## src/rtl/sobel_threshold_stream.sv

```systemverilog
// Two-stage valid/ready pipeline: sums signed Sobel channels, takes |sum|, thresholds to a binary pixel.
// Optional per-frame white-pixel counter enabled by defining SOBEL_THRESHOLD_STATS_EN.
module sobel_threshold_stream #(
   parameter int DATA_WIDTH        = 10,
   parameter int NUM_CHANNELS      = 3,
   parameter int OUT_WIDTH         = 8,
   parameter int SUM_WIDTH         = DATA_WIDTH + $clog2(NUM_CHANNELS) + 1,
   parameter int DEFAULT_THRESHOLD = 0
) (
   input  logic                               clk,
   input  logic                               reset,
   input  logic [SUM_WIDTH-1:0]               threshold_in,
   input  logic                               in_valid,
   output logic                               in_ready,
   input  logic [NUM_CHANNELS*DATA_WIDTH-1:0] in_data,
   input  logic                               in_sof,
   input  logic                               in_eof,
   output logic                               out_valid,
   input  logic                               out_ready,
   output logic [OUT_WIDTH-1:0]               out_data,
   output logic                               out_sof,
`ifdef SOBEL_THRESHOLD_STATS_EN
   output logic [31:0]                        edge_count,
   output logic                               edge_count_valid,
`endif
   output logic                               out_eof
);

   logic [SUM_WIDTH-1:0] ext [NUM_CHANNELS];
   logic [SUM_WIDTH-1:0] sum_next;
   logic [SUM_WIDTH-1:0] beat_thr;

   logic                 s1_valid_reg;
   logic [SUM_WIDTH-1:0] s1_sum_reg;
   logic                 s1_sof_reg;
   logic                 s1_eof_reg;
   logic [SUM_WIDTH-1:0] s1_thr_reg;
   logic [SUM_WIDTH-1:0] thr_reg;

   logic                 out_valid_reg;
   logic [OUT_WIDTH-1:0] out_data_reg;
   logic                 out_sof_reg;
   logic                 out_eof_reg;

   logic                 s2_ready;
   logic [SUM_WIDTH-1:0] mag;
   logic                 s2_white;

   // Sign bits are replicated by hand so the adder can stay plain unsigned bit-vector arithmetic.
   generate
      for (genvar gi = 0; gi < NUM_CHANNELS; gi++) begin : g_ext
         assign ext[gi] = {{(SUM_WIDTH-DATA_WIDTH){in_data[gi*DATA_WIDTH+DATA_WIDTH-1]}},
                           in_data[gi*DATA_WIDTH +: DATA_WIDTH]};
      end
   endgenerate

   always_comb begin
      sum_next = '0;
      for (int i = 0; i < NUM_CHANNELS; i++) begin
         sum_next = sum_next + ext[i];
      end
   end

   assign beat_thr = in_sof ? threshold_in : thr_reg;
   assign s2_ready = !out_valid_reg || out_ready;
   assign in_ready = !s1_valid_reg || s2_ready;

   // SUM_WIDTH has one spare bit, so even the most negative sum negates into range as unsigned.
   assign mag      = s1_sum_reg[SUM_WIDTH-1] ? (~s1_sum_reg + SUM_WIDTH'(1)) : s1_sum_reg;
   assign s2_white = (mag > s1_thr_reg);

   always_ff @(posedge clk) begin
      if (reset) begin
         s1_valid_reg  <= 1'b0;
         s1_sum_reg    <= '0;
         s1_sof_reg    <= 1'b0;
         s1_eof_reg    <= 1'b0;
         s1_thr_reg    <= '0;
         thr_reg       <= SUM_WIDTH'(DEFAULT_THRESHOLD);
         out_valid_reg <= 1'b0;
         out_data_reg  <= '0;
         out_sof_reg   <= 1'b0;
         out_eof_reg   <= 1'b0;
      end else begin
         if (in_ready) begin
            s1_valid_reg <= in_valid;
            if (in_valid) begin
               s1_sum_reg <= sum_next;
               s1_sof_reg <= in_sof;
               s1_eof_reg <= in_eof;
               s1_thr_reg <= beat_thr;
               if (in_sof) begin
                  thr_reg <= threshold_in;
               end
            end
         end
         if (s2_ready) begin
            out_valid_reg <= s1_valid_reg;
            if (s1_valid_reg) begin
               out_data_reg <= s2_white ? '1 : '0;
               out_sof_reg  <= s1_sof_reg;
               out_eof_reg  <= s1_eof_reg;
            end
         end
      end
   end

   assign out_valid = out_valid_reg;
   assign out_data  = out_data_reg;
   assign out_sof   = out_sof_reg;
   assign out_eof   = out_eof_reg;

`ifdef SOBEL_THRESHOLD_STATS_EN
   logic        out_fire;
   logic [31:0] cnt_reg;
   logic [31:0] cnt_base;
   logic [31:0] cnt_next;
   logic [31:0] edge_count_reg;
   logic        edge_count_valid_reg;

   assign out_fire = out_valid_reg && out_ready;

   always_comb begin
      cnt_base = out_sof_reg ? 32'd0 : cnt_reg;
      cnt_next = cnt_base;
      if (out_data_reg[0] && (cnt_base != 32'hFFFF_FFFF)) begin
         cnt_next = cnt_base + 32'd1;
      end
   end

   always_ff @(posedge clk) begin
      if (reset) begin
         cnt_reg              <= '0;
         edge_count_reg       <= '0;
         edge_count_valid_reg <= 1'b0;
      end else begin
         edge_count_valid_reg <= 1'b0;
         if (out_fire) begin
            cnt_reg <= cnt_next;
            if (out_eof_reg) begin
               edge_count_reg       <= cnt_next;
               edge_count_valid_reg <= 1'b1;
            end
         end
      end
   end

   assign edge_count       = edge_count_reg;
   assign edge_count_valid = edge_count_valid_reg;
`endif

endmodule

```

## config.mk

```make
export PLATFORM = sky130hd
export DESIGN_NAME = sobel_threshold_stream
export DESIGN_NICKNAME = d
export VERILOG_FILES = /design/src/rtl/sobel_threshold_stream.sv
export SDC_FILE = /design/constraint.sdc
export NUM_CORES = 1
export LEC_CHECK = 0
export ABC_AREA = 1
export CAP_MARGIN = 20
export CORE_MARGIN = 3
export CORE_UTILIZATION = 46
export DETAILED_ROUTE_END_ITERATION = 10
export GPL_ROUTABILITY_DRIVEN = 0
export PLACE_DENSITY = 0.8
export RECOVER_POWER = 50
export SYNTH_ARGS = -nofsm -noshare
export SYNTH_HDL_FRONTEND = slang
export SYNTH_SLANG_ARGS = --single-unit
```

## constraint.sdc

```tcl
create_clock -name clk -period 1.83 [get_ports clk]
set_input_delay 0.2745 -clock clk [delete_from_list [all_inputs] [get_ports clk]]
set_output_delay 0.2745 -clock clk [all_outputs]
set_load 0.02 [all_outputs]
```

==> impl_metrics.env, run 1 <==
# yosys + openroad results
export IMPL_seq_cell_share_pct=16.0
export IMPL_top_area_share_pct=24.4
export IMPL_dieHeight_um=81.6
export IMPL_synth_simple_area_share_pct=24.8
export IMPL_reg2regPathDepth=16
export IMPL_use_met3_pct=3.95
export IMPL_cp_top_family="simple AND/OR/NAND/NOR gates"
export IMPL_status="finished, violations left"
export IMPL_tap_cells=70
export IMPL_synth_cell_types=33
export IMPL_edf_count=0
export IMPL_max_vdd_ir_drop_mv=0.409
export IMPL_warning_count=29
export IMPL_place_area_um2=3420
export IMPL_violations="negative setup slack"
export IMPL_num_vias=2599
export IMPL_timing_hold_ws_ns=0.467
export IMPL_grt_max_degree=33
export IMPL_cts_tree="done"
export IMPL_finalSetupTns_ns=-0.633
export IMPL_startpoint_type="flop"
export IMPL_setup_violations_final=9
export IMPL_clk_pin_slew_worst_paths_ns=0.06
export IMPL_routedWlPerCell_um=14.1
export IMPL_async_flop_share_pct=0
export IMPL_critPathSlowestCell="dfxtp_2"
export IMPL_place_ws_ns=-0.583
export IMPL_power_internal_mw=1.89
export IMPL_fin_util_pct=76.0
export IMPL_yosys_area_share_aoi_pct=14.3
export IMPL_met2_length_mm=3.91
export IMPL_worst_slack_ns=-0.252
Fig. 1: run 1, port wiring
(6 px per um)
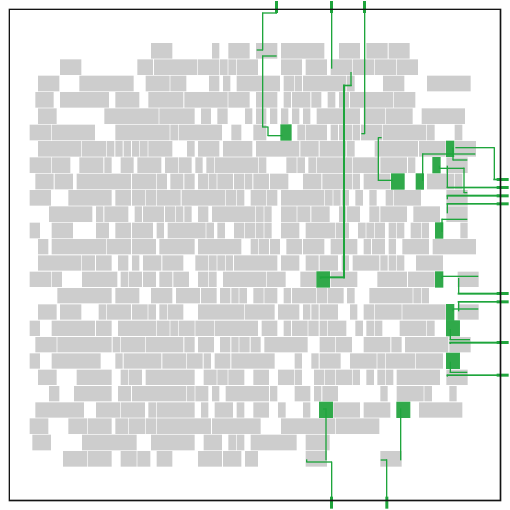
- green: threshold_in (bits 13; direction input; edge 8 right, 3 top, 2 bottom; end cells 13; buffers 13; wire 274 um)

Fig. 2: run 1, wiring by layer
(4 px per um) Only two layers are drawn.
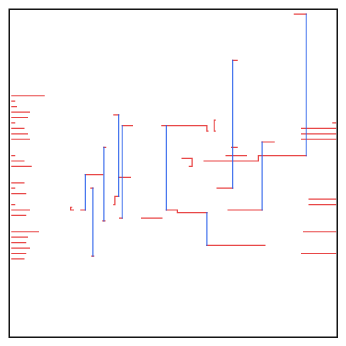
- blue: metal 4 (wire length 201 um)
- red: metal 3 (wire length 258 um)

Fig. 3: run 1, placed standard cells
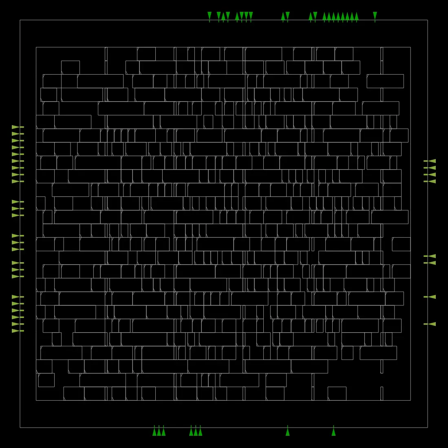
Core Footprint: 5300 um^2
final std cells w/o fill: 510
Flop Count: 32

Fig. 4: run 1, sequential cells grouped by signal name
(6 px per um) Other sequential cells in the stronger gray, the rest of the logic in the fainter gray.
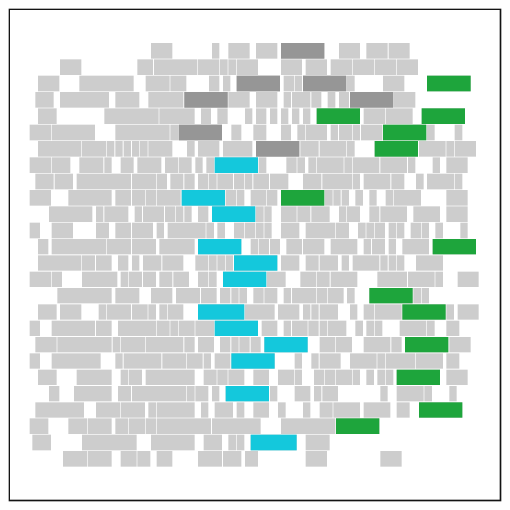

==> run 2, diff against run 1 <==
Settings changed: CORE_UTILIZATION 46 to 55, PLACE_DENSITY 0.8 to 0.9.
Clock period 1.83 ns to 2.5 ns, I/O delays scaled along.
Fig. 5: run 2, sequential cells grouped by signal name
(8 px per um) Other sequential cells in the stronger gray, the rest of the logic in the fainter gray.
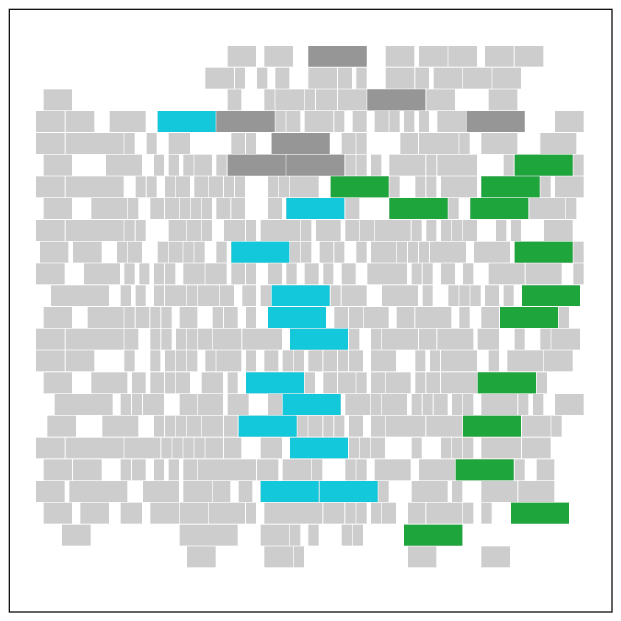
- cyan: s1_sum_reg (placed flops 12)
- green: thr_reg (placed flops 13)
- not colored: 7

==> run 2 against run 1 <==
Effect of this change:
- the run now ends clean
- setup slack improved by 0.36 ns
- synthesized cell count is the same
- sequential cell count unchanged
- critical path type is now input pin to flop
==> impl_metrics.env, run 2 <==
# yosys + openroad results
export IMPL_status="finished clean"
export IMPL_place_area_um2=3240
export IMPL_met2_length_mm=2.77
export IMPL_dieHeight_um=75.2
export IMPL_num_vias=2404
export IMPL_top_area_share_pct=24.4
export IMPL_power_internal_mw=1.18
export IMPL_place_ws_ns=-0.172
export IMPL_max_vdd_ir_drop_mv=0.224
export IMPL_routedWlPerCell_um=11.5
export IMPL_synth_simple_area_share_pct=24.8
export IMPL_worst_slack_ns=0.107
export IMPL_reg2regPathDepth=15
export IMPL_yosys_area_share_aoi_pct=14.3
export IMPL_timing_hold_ws_ns=0.462
export IMPL_fin_util_pct=74.0
export IMPL_async_flop_share_pct=0
export IMPL_grt_max_degree=33
export IMPL_clk_pin_slew_worst_paths_ns=0.06
export IMPL_use_met3_pct=2.94
export IMPL_tap_cells=52
export IMPL_warning_count=26
export IMPL_edf_count=0
export IMPL_seq_cells=32
export IMPL_setup_violations_final=0
export IMPL_cp_top_family="adder cells"
Fig. 6: run 2, placed standard cells
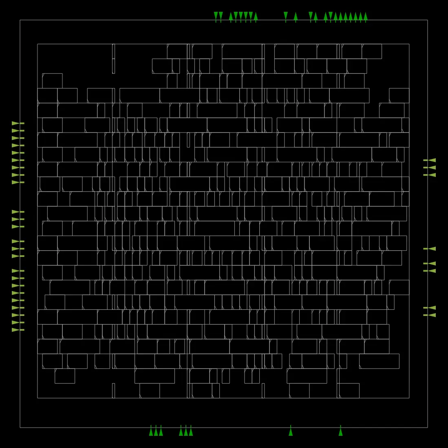
Core Footprint: 4470 um^2
final std cells w/o fill: 468
Filler Cells Inserted: 338
sequential share of cell area: 19.3%

